**config.mk**
```make
export PLATFORM = sky130hd
export DESIGN_NAME = uop_engine_arbiter_flat
export DESIGN_NICKNAME = d
export VERILOG_FILES = /design/src/rtl/uop_engine_arbiter_pkg.sv /design/src/rtl/uop_engine_arbiter_if.sv /design/src/rtl/uop_rr_picker.sv /design/src/rtl/uop_engine_arbiter.sv /design/src/flat_wrapper.sv
export SDC_FILE = /design/constraint.sdc
export NUM_CORES = 1
export LEC_CHECK = 0
export CAP_MARGIN = 20
export CORE_AREA = 2 2 119 121
export DETAILED_ROUTE_END_ITERATION = 6
export DIE_AREA = 0 0 121 123
export DONT_BUFFER_PORTS = 1
export PLACE_DENSITY = 0.68
export SLEW_MARGIN = 20
export SYNTH_ARGS = -nofsm -noshare
export SYNTH_HDL_FRONTEND = slang
export SYNTH_SLANG_ARGS = --single-unit
export TNS_END_PERCENT = 20
```
**constraint.sdc**
```tcl
create_clock -name clk -period 2.05 [get_ports clk]
set_clock_uncertainty 0.15 [all_clocks]
set_input_delay 0.3075 -clock clk [delete_from_list [all_inputs] [get_ports clk]]
set_output_delay 0.3075 -clock clk [all_outputs]
set_load 0.01 [all_outputs]
```
**src/rtl/uop_engine_arbiter_pkg.sv**
```systemverilog
// Shared types for the uop engine arbiter.
//   ibuffer_t        - instruction-buffer entry carried as macro-op / uop payload
//   uop_arb_state_e  - arbiter FSM state, exported for trace printing
//   log2up()         - index width helper that never returns 0
package uop_engine_arbiter_pkg;

  typedef struct packed {
    logic [7:0]  op;
    logic [3:0]  wid;
    logic [19:0] imm;
  } ibuffer_t;

  typedef enum logic [0:0] {
    UOP_ARB_IDLE   = 1'b0,
    UOP_ARB_ACTIVE = 1'b1
  } uop_arb_state_e;

  function automatic int unsigned log2up(input int unsigned n);
    return (n > 1) ? $clog2(n) : 1;
  endfunction

endpackage

```
**src/rtl/uop_engine_arbiter_if.sv**
```systemverilog
// Handshake bundle between the per-warp ibuffers, the arbiter and the shared
// uop expansion engine.
//   req_valid/req_data/req_ready : macro-op requests, one lane per warp
//   eng_start/eng_data/eng_next  : arbiter -> engine control
//   eng_uop/eng_done             : engine -> arbiter current uop
//   out_valid/out_data/out_ready : uop stream back to the owning warp
// master: the warps + engine side; slave: the arbiter.
interface uop_engine_arbiter_if
  import uop_engine_arbiter_pkg::*;
#(
  parameter int unsigned NUM_REQS   = 4,
  parameter int unsigned DATA_WIDTH = $bits(ibuffer_t)
);

  logic [NUM_REQS-1:0]                 req_valid;
  logic [NUM_REQS-1:0][DATA_WIDTH-1:0] req_data;
  logic [NUM_REQS-1:0]                 req_ready;

  logic                                eng_start;
  logic [DATA_WIDTH-1:0]               eng_data;
  logic                                eng_next;
  logic [DATA_WIDTH-1:0]               eng_uop;
  logic                                eng_done;

  logic [NUM_REQS-1:0]                 out_valid;
  logic [DATA_WIDTH-1:0]               out_data;
  logic [NUM_REQS-1:0]                 out_ready;

  modport master (
    output req_valid, req_data,
    input  req_ready,
    input  eng_start, eng_data, eng_next,
    output eng_uop, eng_done,
    input  out_valid, out_data,
    output out_ready
  );

  modport slave (
    input  req_valid, req_data,
    output req_ready,
    output eng_start, eng_data, eng_next,
    input  eng_uop, eng_done,
    output out_valid, out_data,
    input  out_ready
  );

endinterface

```
**src/rtl/uop_rr_picker.sv**
```systemverilog
// Combinational circular priority encoder.
//   req       - request vector
//   ptr       - index searched first; search wraps past NUM_REQS-1 to 0
//   grant     - first requesting index at or after ptr (0 when none)
//   any_valid - at least one request bit is set
module uop_rr_picker
  import uop_engine_arbiter_pkg::*;
#(
  parameter int unsigned NUM_REQS = 4
) (
  input  logic [NUM_REQS-1:0]         req,
  input  logic [log2up(NUM_REQS)-1:0] ptr,
  output logic [log2up(NUM_REQS)-1:0] grant,
  output logic                        any_valid
);

  localparam int unsigned IdxW = log2up(NUM_REQS);

  logic [IdxW-1:0] idx;

  always_comb begin
    grant     = '0;
    any_valid = 1'b0;
    idx       = '0;
    for (int unsigned k = 0; k < NUM_REQS; k++) begin
      idx = IdxW'((32'(ptr) + k) % NUM_REQS);
      if (!any_valid && req[idx]) begin
        any_valid = 1'b1;
        grant     = idx;
      end
    end
  end

endmodule

```
**src/rtl/uop_engine_arbiter.sv**
```systemverilog
// Shares one uop expansion engine among NUM_REQS warps. A round-robin grant
// locks the engine to one warp for a whole macro-op; the generated uops are
// streamed back to that warp, and the engine is released after the last one.
//   clk, reset_n      - clock, asynchronous active-low reset
//   bus (slave)       - request, engine and uop-stream handshakes
//   owner             - warp currently (or most recently) holding the engine
//   busy              - engine locked to owner
//   perf_macro_ops    - completed macro-ops, wrapping
//   perf_stall_cycles - locked cycles with the owner's out_ready low, wrapping
module uop_engine_arbiter
  import uop_engine_arbiter_pkg::*;
#(
  parameter int unsigned NUM_REQS   = 4,
  parameter int unsigned DATA_WIDTH = $bits(ibuffer_t)
) (
  input  logic                        clk,
  input  logic                        reset_n,
  uop_engine_arbiter_if.slave         bus,
  output logic [log2up(NUM_REQS)-1:0] owner,
  output logic                        busy,
  output logic [31:0]                 perf_macro_ops,
  output logic [31:0]                 perf_stall_cycles
);

  localparam int unsigned IdxW = log2up(NUM_REQS);

  uop_arb_state_e        state_q, state_d;
  logic [IdxW-1:0]       owner_q, owner_d;
  logic [IdxW-1:0]       rr_ptr_q, rr_ptr_d;
  logic [31:0]           macro_ops_q, stall_cycles_q;

  logic [IdxW-1:0]       grant;
  logic                  any_valid;

  logic                  eng_start_c;
  logic                  eng_next_c;
  logic [DATA_WIDTH-1:0] eng_data_c;
  logic [NUM_REQS-1:0]   out_valid_c;
  logic [NUM_REQS-1:0]   req_ready_c;
  logic                  macro_inc;
  logic                  stall_inc;

  uop_rr_picker #(
    .NUM_REQS (NUM_REQS)
  ) u_picker (
    .req       (bus.req_valid),
    .ptr       (rr_ptr_q),
    .grant     (grant),
    .any_valid (any_valid)
  );

  always_comb begin
    state_d     = state_q;
    owner_d     = owner_q;
    rr_ptr_d    = rr_ptr_q;
    eng_start_c = 1'b0;
    eng_next_c  = 1'b0;
    eng_data_c  = bus.req_data[owner_q];
    out_valid_c = '0;
    req_ready_c = '0;
    macro_inc   = 1'b0;
    stall_inc   = 1'b0;

    unique case (state_q)
      UOP_ARB_IDLE: begin
        // The engine latches its macro-op on the start pulse, so the granted
        // payload must be on eng_data in this same cycle.
        eng_data_c = bus.req_data[grant];
        if (any_valid) begin
          eng_start_c = 1'b1;
          owner_d     = grant;
          state_d     = UOP_ARB_ACTIVE;
        end
      end

      UOP_ARB_ACTIVE: begin
        out_valid_c[owner_q] = 1'b1;
        // Advance only on a handshake so a stalled uop stays presented.
        eng_next_c           = bus.out_ready[owner_q];
        stall_inc            = !bus.out_ready[owner_q];
        if (bus.out_ready[owner_q] && bus.eng_done) begin
          req_ready_c[owner_q] = 1'b1;
          macro_inc            = 1'b1;
          state_d              = UOP_ARB_IDLE;
          rr_ptr_d             = (owner_q == IdxW'(NUM_REQS - 1)) ? '0 : owner_q + 1'b1;
        end
      end

      default: begin
        state_d = UOP_ARB_IDLE;
      end
    endcase
  end

  always_ff @(posedge clk or negedge reset_n) begin
    if (!reset_n) begin
      state_q        <= UOP_ARB_IDLE;
      owner_q        <= '0;
      rr_ptr_q       <= '0;
      macro_ops_q    <= '0;
      stall_cycles_q <= '0;
    end else begin
      state_q  <= state_d;
      owner_q  <= owner_d;
      rr_ptr_q <= rr_ptr_d;
      if (macro_inc) begin
        macro_ops_q <= macro_ops_q + 32'd1;
      end
      if (stall_inc) begin
        stall_cycles_q <= stall_cycles_q + 32'd1;
      end
    end
  end

  // The start pulse is purely combinational from IDLE, so it is masked by
  // reset to keep the engine quiet while reset is held with requests pending.
  assign bus.eng_start = eng_start_c & reset_n;
  assign bus.eng_next  = eng_next_c;
  assign bus.eng_data  = eng_data_c;
  assign bus.out_valid = out_valid_c;
  assign bus.out_data  = bus.eng_uop;
  assign bus.req_ready = req_ready_c;

  assign owner             = owner_q;
  assign busy              = (state_q == UOP_ARB_ACTIVE);
  assign perf_macro_ops    = macro_ops_q;
  assign perf_stall_cycles = stall_cycles_q;

  // The owner must keep its macro-op pending until the last uop is accepted.
  owner_holds_req : assert property (
    @(posedge clk) disable iff (!reset_n)
    (state_q == UOP_ARB_ACTIVE) |-> bus.req_valid[owner_q]
  );

endmodule

```
**src/flat_wrapper.sv**
```systemverilog
// flat-port wrapper written by rule: the top's interface ports become plain ports
module uop_engine_arbiter_flat import uop_engine_arbiter_pkg::*;
#(
  parameter int unsigned NUM_REQS   = 4,
  parameter int unsigned DATA_WIDTH = $bits(ibuffer_t)
)
  (clk, reset_n, owner, busy, perf_macro_ops, perf_stall_cycles, bus_req_valid, bus_req_data, bus_req_ready, bus_eng_start, bus_eng_data, bus_eng_next, bus_eng_uop, bus_eng_done, bus_out_valid, bus_out_data, bus_out_ready);
  uop_engine_arbiter_if #(.NUM_REQS(NUM_REQS), .DATA_WIDTH(DATA_WIDTH)) bus_i ();
  input  logic clk;
  input  logic reset_n;
  output logic [log2up(NUM_REQS)-1:0] owner;
  output logic busy;
  output logic [31:0] perf_macro_ops;
  output logic [31:0] perf_stall_cycles;
  input wire logic [$bits(bus_i.req_valid)-1:0] bus_req_valid;
  input wire logic [$bits(bus_i.req_data)-1:0] bus_req_data;
  output wire logic [$bits(bus_i.req_ready)-1:0] bus_req_ready;
  output wire logic [$bits(bus_i.eng_start)-1:0] bus_eng_start;
  output wire logic [$bits(bus_i.eng_data)-1:0] bus_eng_data;
  output wire logic [$bits(bus_i.eng_next)-1:0] bus_eng_next;
  input wire logic [$bits(bus_i.eng_uop)-1:0] bus_eng_uop;
  input wire logic [$bits(bus_i.eng_done)-1:0] bus_eng_done;
  output wire logic [$bits(bus_i.out_valid)-1:0] bus_out_valid;
  output wire logic [$bits(bus_i.out_data)-1:0] bus_out_data;
  input wire logic [$bits(bus_i.out_ready)-1:0] bus_out_ready;
  assign bus_i.req_valid = bus_req_valid;
  assign bus_i.req_data = bus_req_data;
  assign bus_req_ready = bus_i.req_ready;
  assign bus_eng_start = bus_i.eng_start;
  assign bus_eng_data = bus_i.eng_data;
  assign bus_eng_next = bus_i.eng_next;
  assign bus_i.eng_uop = bus_eng_uop;
  assign bus_i.eng_done = bus_eng_done;
  assign bus_out_valid = bus_i.out_valid;
  assign bus_out_data = bus_i.out_data;
  assign bus_i.out_ready = bus_out_ready;
  uop_engine_arbiter #(.NUM_REQS(NUM_REQS), .DATA_WIDTH(DATA_WIDTH)) u_core (.clk(clk), .reset_n(reset_n), .bus(bus_i), .owner(owner), .busy(busy), .perf_macro_ops(perf_macro_ops), .perf_stall_cycles(perf_stall_cycles));
endmodule
```
Run 1, floorplan with the power grid:
Pins as bars on the die edge.
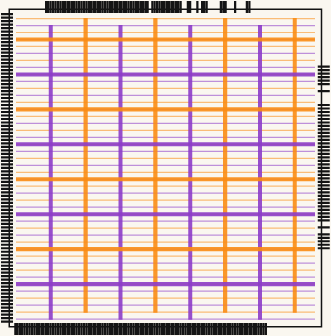
Key: purple = VSS; orange = VDD
44 met1 rails follow the rows. 8 straps on met5. 312 signal pins sit on the boundary.

Run 1, placement by cell class:
Scale bar: 20 microns.
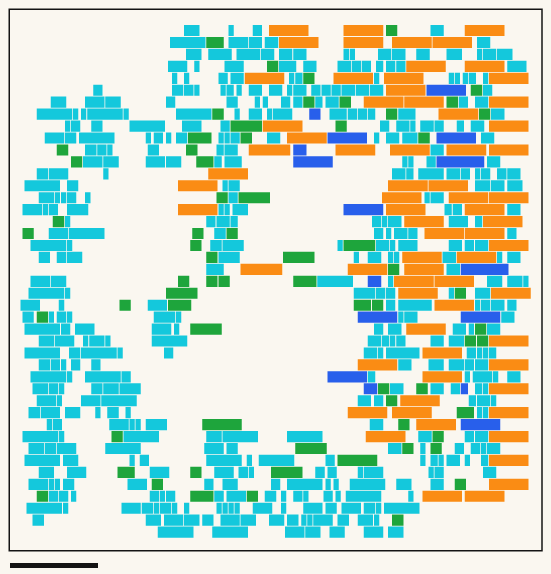
Key: blue = clock drivers and dummy loads [cells 16]; green = other buffers and delay cells [cells 67]; orange = flip-flops [cells 69]; cyan = all other logic [cells 458]

==> impl_metrics.tcl, run 1 <==
# collected from the flow reports
set metrics [dict create \
    status "finished with violations" \
    violations "negative hold slack, negative setup slack" \
    gp_congestion 0.905 \
    fin_ws_ps -450 \
    cts_tree "yes" \
    ys_seq_share_pct 30.3 \
    synth.cell_area_sq_um 5700 \
    power_frac_clock_pct 20.6 \
    cp-end-kind "primary output" \
    yosys.area.top_type_share_pct 30.3 \
    tightest_slew_ps 376 \
    hold_violations 69 \
    rsz0062_at_grt "true" \
    r2r_slack_ps -20 \
    reg2regPathDepth 5 \
    via_count 4894 \
    setup-violations-final 42 \
    crit_end "bus_eng_data[2]" \
    clk_path_buf_depth 2 \
    critical_path_class "flip-flop to primary output" \
    clock_latency_ps 330 \
    fmax_mhz 400 \
    hold_ws_ps -477 \
    ys_cells 597 \
]
Run 1, clock network drawn from the DEF:
Scale bar: 20 microns.
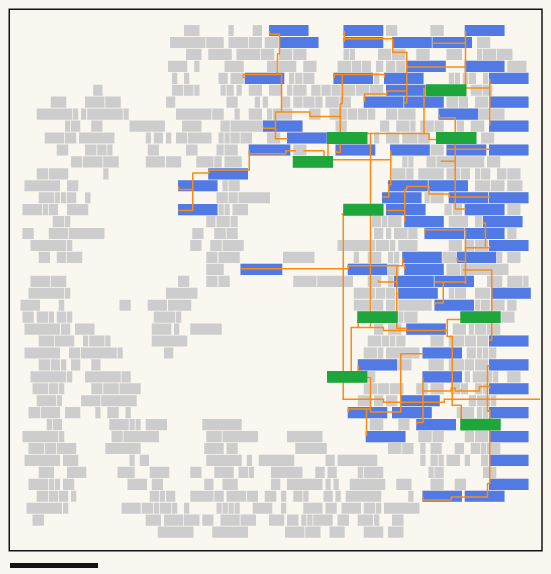
Key: orange = clock wires [length 865 microns]; blue = flip-flops [count 69]; green = cells driving clock nets [count 9]
There are 10 routed clock nets.

run 1: sequential cells by signal, indices dropped and copies added, names as in the netlist:
register,flops
u_core.rr_ptr_q,2
u_core.perf_macro_ops,32
u_core.busy,1
u_core.perf_stall_cycles,32
u_core.owner,2
run 1: cell type report:
class / count / area, sq um
clock buffers: 9 / 225
flip-flops and latches: 69 / 1730
clock inverters: 7 / 98.8
diodes: 3 / 7.51
inverters: 44 / 165
fillers: 1209 / 6790
multi-input cells: 414 / 3690
repair buffers: 67 / 687
well taps: 180 / 225
run 1: cells in the mapped netlist, drive strengths merged (4+ instances only):
| cell | n |
|---|---|
| and4 | 4 |
| nor2 | 50 |
| nand2 | 35 |
| xor2 | 17 |
| a31oi | 32 |
| mux4 | 33 |
| nor4 | 4 |
| mux2i | 32 |
| buf | 46 |
| nor3 | 10 |
| inv | 43 |
| ha | 6 |
| nand4 | 21 |
| and2 | 15 |
| and3 | 12 |
| xnor2 | 45 |
| nand3 | 18 |
| dfrtp | 69 |
| clkbuf | 24 |
| a211oi | 64 |
run 1: through the flow:
| step | setup slack (ps) | std cells | utilization, % | total power [mW] |
|---|---|---|---|---|
| after floorplan | -170 | 597 | - | 4.84 |
| after global placement | -166 | 770 | 45.8 | 5.93 |
| after detailed placement | -176 | 770 | 45.8 | 6.04 |
| after CTS | -457 | 789 | 48.9 | 7.94 |
| after global routing | -542 | 792 | 50.1 | 8.50 |
| final | -450 | 793 | 50.2 | 8.05 |
run 1: repair_timing:
item                       4_1_cts  5_1_grt
buffers inserted                 2        0
gates resized                   20       33
setup endpoints to repair       41       58
hold endpoints to repair        69       69
pin swaps                       28       16
cloned                           1        2
run 1: power groups by stage:
stage	clock network, mW	registers, mW	logic (mW)
2_1_floorplan	0	1.74	3.11
3_3_place_gp	0	1.74	4.19
3_5_place_dp	0	1.75	4.29
4_1_cts	1.70	1.73	4.52
5_1_grt	1.75	1.75	4.99
6_report	1.66	1.73	4.67
run 1: metal layers:
| layer | up-vias | GRT usage [%] | wire (microns) |
|---|---|---|---|
| met2 | 290 | 42.1 | 9530 |
| met4 | 0 | 12.1 | 740 |
| li1 | 2153 | - | - |
| met3 | 58 | 8.76 | 1890 |
| met5 | - | 0 | 0 |
| met1 | 2393 | 25.9 | 6560 |
run 1: worst max-delay path, stage by stage (launching register included):
cell       delay, ps
dfrtp_1          420
nand2b_4         150
a21o_1           200
and3_4           200
buf_12           160
clkbuf_16        160
mux2i_1          120
a211oi_2         300
run 1: cell families (layout without fill, tap and decap cells):
| logic type | count (synthesis) | in the layout | share of synthesized area, % |
|---|---|---|---|
| AOI/OAI and AO/OA | 105 | 105 | 12.9 |
| muxes | 65 | 65 | 18.7 |
| xor gates and xnor gates | 62 | 62 | 9.53 |
| buffers and inverters | 114 | 127 | 10.4 |
| and+or+nand+nor | 176 | 176 | 16.9 |
| other | 0 | 3 | 0 |
| DFF | 69 | 69 | 30.3 |
| adders and majority gates | 6 | 6 | 1.32 |
==> inputs of run 2 (changes only) <==
Settings changed: ABC_CLOCK_PERIOD_IN_PS set to 2050.
Run 2, floorplan with the power grid:
Pins as bars on the die edge.
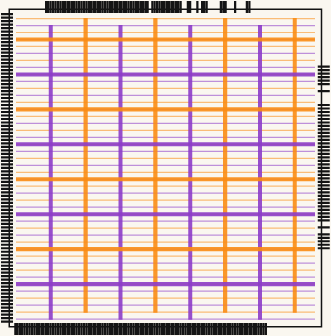
Key: orange = VDD; purple = VSS
8 straps on met4. 8 straps on met5. 44 met1 rails follow the rows. 312 signal pins sit on the boundary. The core has 43 rows.

Run 2, clock network drawn from the DEF:
Scale bar: 20 microns.
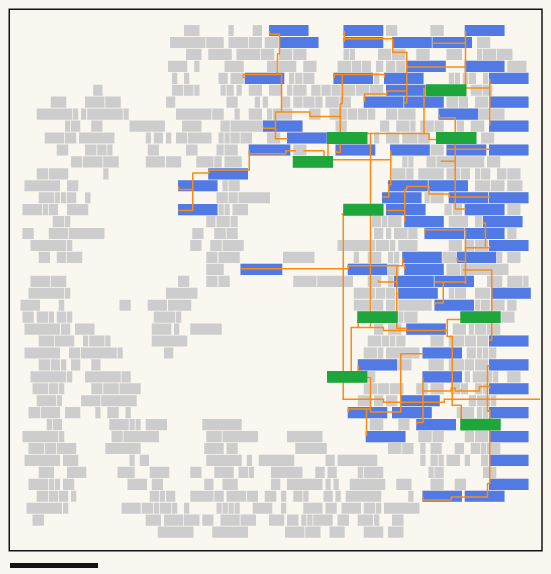
Key: blue = flip-flops [count 69]; orange = clock wires [length 865 microns]; green = cells driving clock nets [count 9]
There are 10 routed clock nets.

==> impl_metrics.tcl, run 2 <==
# collected from the flow reports
set metrics [dict create \
    synth.cell_area_sq_um 5700 \
    max_stage_delay_ps 420 \
    fin_ws_ps -450 \
    cp.depth 7 \
    clock_latency_ps 330 \
    via_count 4894 \
    die_w_microns 121 \
    clk_path_buf_depth 2 \
    rsz0062_at_grt "true" \
    synth.top_cells.by_count "dfrtp_1, a211oi_1, nor2_1" \
    dpl.cell_count 770 \
    hold_ws_ps -477 \
    gp_congestion 0.905 \
    ys_cells 597 \
    cp-end-kind "primary output" \
    fin_cells 793 \
    yosysMostFrequentCell "dfrtp_1" \
    yosys_area_sq_um 5700 \
    critPathTopFamily "AND-OR/OR-AND gates" \
    status "finished with violations" \
    critical_path_class "flip-flop to primary output" \
    adder_share_pct 1.32 \
    startpoint_type "flip-flop" \
    yosys.area.top_type_share_pct 30.3 \
    ys_sh_mux_pct 18.7 \
    fmax_mhz 400 \
    nFillCells 1209 \
    xor_share_pct 9.53 \
    tightest_slew_ps 376 \
    critPathBufInv 2 \
    setup-violations-final 42 \
    crit_chain "nand2b_4, a21o_1, and3_4, buf_12, clkbuf_16, mux2i_1, a211oi_2" \
    violations "negative hold slack, negative setup slack" \
    yosys.area_share.aoi_pct 12.9 \
    synthTopLogicFamily "multiplexers" \
    hold_violations 69 \
    simple_gate_share_pct 16.9 \
    reg2regPathDepth 5 \
    ys_seq_share_pct 30.3 \
]
-- run 2: cell counts after synthesis --
Identical to the previous run, type by type.
-- run 2: logic make-up (layout without fill, tap and decap cells) --
kind of cell / count (synthesis) / after routing
DFF: 69 / 69
muxes: 65 / 65
AOI/OAI and AO/OA: 105 / 105
buffers and inverters: 114 / 127
xor gates and xnor gates: 62 / 62
other: 0 / 3
adders and majority gates: 6 / 6
and+or+nand+nor: 176 / 176
-- run 2: metal layers --
metal | track usage, % | wire length, microns | vias to the layer above | share of wire (%)
met5 | 0 | 0 | - | 0
met4 | 12.1 | 740 | 0 | 4.0
met3 | 8.76 | 1890 | 58 | 10
met2 | 42.1 | 9530 | 290 | 51
met1 | 25.9 | 6560 | 2393 | 35
li1 | - | - | 2153 | -
-- run 2: path summary, 6_finish.rpt --
kind | slack, ps | endpoint | startpoint
worst max-delay path | -450 | bus_eng_data[2] | u_core.rr_ptr_q[1]$_DFFE_PN0P_
worst min-delay path | -480 | u_core.perf_stall_cycles[29]$_DFFE_PN0P_ | reset_n
worst max register to register | -20 | u_core.perf_stall_cycles[26]$_DFFE_PN0P_ | u_core.owner[0]$_DFFE_PN0P_
worst min register to register | 400 | u_core.perf_macro_ops[31]$_DFFE_PN0P_ | u_core.perf_macro_ops[31]$_DFFE_PN0P_
max in group asynchronous | 2110 | u_core.owner[1]$_DFFE_PN0P_ | reset_n
min in group clk | 50 | u_core.busy$_DFF_PN0_ | bus_req_valid[3]
-- run 2: cell type report --
type / count / area [sq um] / area share [%]
antenna: 3 / 7.51 / 0.110
sequential: 69 / 1730 / 25.3
clock inverter: 7 / 98.8 / 1.45
tap: 180 / 225 / 3.30
inverter: 44 / 165 / 2.42
timing repair buffer: 67 / 687 / 10.1
multi-input combinational: 414 / 3690 / 54.0
clock buffer: 9 / 225 / 3.30
-- run 2: where the power goes --
group	internal, mW	total (mW)	switching [mW]
logic	2.21	4.67	2.45
clock network	1.07	1.66	0.587
registers	1.51	1.73	0.215
-- run 2: timing repair --
action	CTS	global route
resized	20	33
pin swaps	28	16
cloned	1	2
endpoints found under the hold margin	69	69
setup endpoints to repair	41	58
buffers inserted	2	0
-- run 2: metrics by stage --
stage	total power, mW	worst slack, ps	cell area [sq um]	TNS, ps	utilization (%)
floorplan	4.84	-170	5870	-2870	-
finish	8.05	-450	6830	-13200	50.2
detailed placement	6.04	-176	6230	-2620	45.8
global placement	5.93	-166	6230	-1650	45.8
CTS	7.94	-457	6660	-14720	48.9
global route	8.50	-542	6820	-18060	50.1
Run 2, routed metal, one colour a layer:
Two of the layers only.
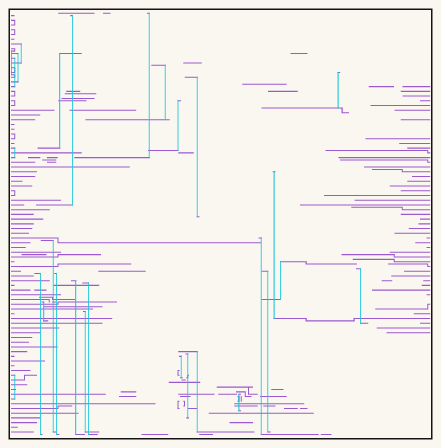

==> inputs of run 3 (changes only) <==
Settings changed: CORE_AREA 2 2 119 121 to 2 2 122 124, DIE_AREA 0 0 121 123 to 0 0 124 126, PLACE_DENSITY 0.68 to 0.65, SYNTH_HIERARCHICAL set to 1.
Run 3, routed metal, one colour a layer:
Two of the layers only.
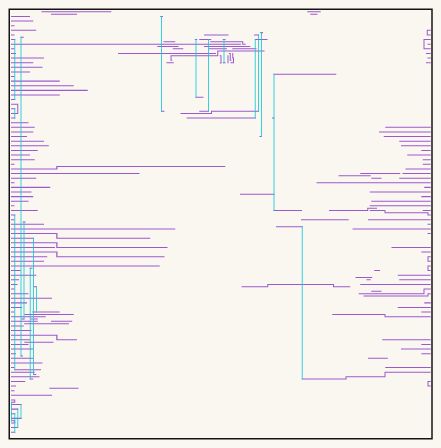
Key: cyan = met4 [wire length 523 microns]; purple = met3 [wire length 1770 microns]

==> impl_metrics.tcl, run 3 <==
# collected from the flow reports
set metrics [dict create \
    setup-violations-final 33 \
    violations "negative hold slack, negative setup slack" \
    cp-end-kind "primary output" \
    total_power_mw 7.89 \
    power_frac_clock_pct 23.5 \
    hold_violations 69 \
    rr_endpoint "u_core/perf_macro_ops[10]$_DFFE_PN0P_" \
    core-area_sq_um 14300 \
    synth.cell_area_sq_um 5630 \
    tightest_slew_ps 683 \
    seq_power_share_pct 22.7 \
    hold_ws_ps -480 \
    required_ps 1590 \
    gp_congestion 0.962 \
    startpoint_type "flip-flop" \
    critical_path_class "flip-flop to primary output" \
    drive_gt1_share_pct 38.0 \
    power_frac_comb_pct 53.8 \
    r2r_slack_ps 100 \
    r2r-start "u_core/owner[0]$_DFFE_PN0N_" \
    ys_seq_share_pct 30.7 \
    synth.top_cells.by_count "dfrtp_1, mux4_2, buf_4, mux2_2, xnor2_1" \
    crit_end "bus_eng_data[3]" \
    clk_path_buf_depth 2 \
    p_sw_share_pct 35.6 \
    drt_wl_total_microns 16700 \
    reg2regPathDepth 4 \
    cp-startpoint "u_core/rr_ptr_q[1]$_DFFE_PN0P_" \
    yosysMostFrequentCell "dfrtp_1" \
    via_count 4118 \
    fin_ws_ps -810 \
    yosys_area_sq_um 5630 \
    fmax_mhz 350 \
    postRouteAntennaNets 0 \
    status "finished with violations" \
    p_int_mw 5.09 \
    rsz0062_at_grt "true" \
]
Run 3, the clock network:
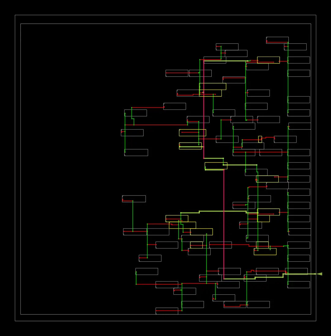
Clk power: 1.85 mW
clk ins delay skew pair: 330 ps
clk_buf instances: 13
CTS Sinks: 69

==> run 3: what timing repair did <==
action | in CTS | in global routing
cloned | 1 | 0
setup buffers | 2 | 0
hold endpoints to repair | 69 | 69
setup endpoints to repair | 39 | 58
pin swaps | 1 | 2
gates resized | 25 | 13
==> run 3: layer usage <==
metal	global-route usage [%]	wire, microns
met2	35.1	8680
met3	8.42	1770
met4	10.1	522
met1	22.4	5730
met5	0	0
==> run 3: kinds of logic after synthesis <==
family | share of synthesized area, %
AOI/OAI and AO/OA | 1.53
xor gates and xnor gates | 9.65
adders and majority gates | 1.33
buffers and inverters | 7.73
DFF | 30.7
muxes | 33.2
and+or+nand+nor | 15.9
==> run 3: power by group through the flow <==
stage	logic [mW]	clock network [mW]	registers (mW)
2_1_floorplan	3.32	0	1.76
3_5_place_dp	3.94	0	1.81
3_3_place_gp	3.86	0	1.81
5_1_grt	4.53	1.94	1.82
6_report	4.25	1.85	1.79
4_1_cts	4.20	1.89	1.79
==> run 3: stage by stage <==
step / area (sq um) / setup TNS, ps / utilization [%] / std cells / worst slack, ps
3_3_place_gp: 5870 / -20690 / 41.0 / 631 / -655
3_5_place_dp: 5870 / -22530 / 41.0 / 631 / -725
6_report: 6420 / -25420 / 44.9 / 656 / -810
5_1_grt: 6420 / -28230 / 44.9 / 656 / -902
2_1_floorplan: 5740 / -9950 / - / 475 / -327
4_1_cts: 6350 / -26210 / 44.3 / 650 / -839
==> run 3: cell type report <==
class / count / area [sq um]
Antenna cell: 6 / 15.0
Timing Repair Buffer: 36 / 348
Clock buffer: 13 / 270
Inverter: 10 / 40.0
Tap cell: 184 / 230
Fill cell: 1294 / 7890
Sequential cell: 69 / 1730
Multi-Input combinational cell: 335 / 3700
Clock inverter: 3 / 90.1
==> run 3: worst min-delay path by stage <==
stage / cells past startpoint / slack (ps) / end / start
after floorplan: 0 / -140 / u_core/busy$_DFF_PN0_ / reset_n
after global placement: 0 / -140 / u_core/perf_macro_ops[22]$_DFFE_PN0P_ / reset_n
after detailed placement: 0 / -140 / u_core/perf_macro_ops[22]$_DFFE_PN0P_ / reset_n
after CTS: 0 / -490 / u_core/perf_macro_ops[5]$_DFFE_PN0P_ / reset_n
after global routing: 0 / -490 / u_core/perf_macro_ops[3]$_DFFE_PN0P_ / reset_n
final: 0 / -480 / u_core/perf_macro_ops[3]$_DFFE_PN0P_ / reset_n
==> run 3: critical path, stage by stage, from the launching register on <==
cell and delay, ps:
dfrtp_1 380, buf_6 130, a221o_1 300, a21oi_4 170, buf_4 240, mux4_2 550
mux2_4 310
Power is estimated from default activity; no workload was simulated.
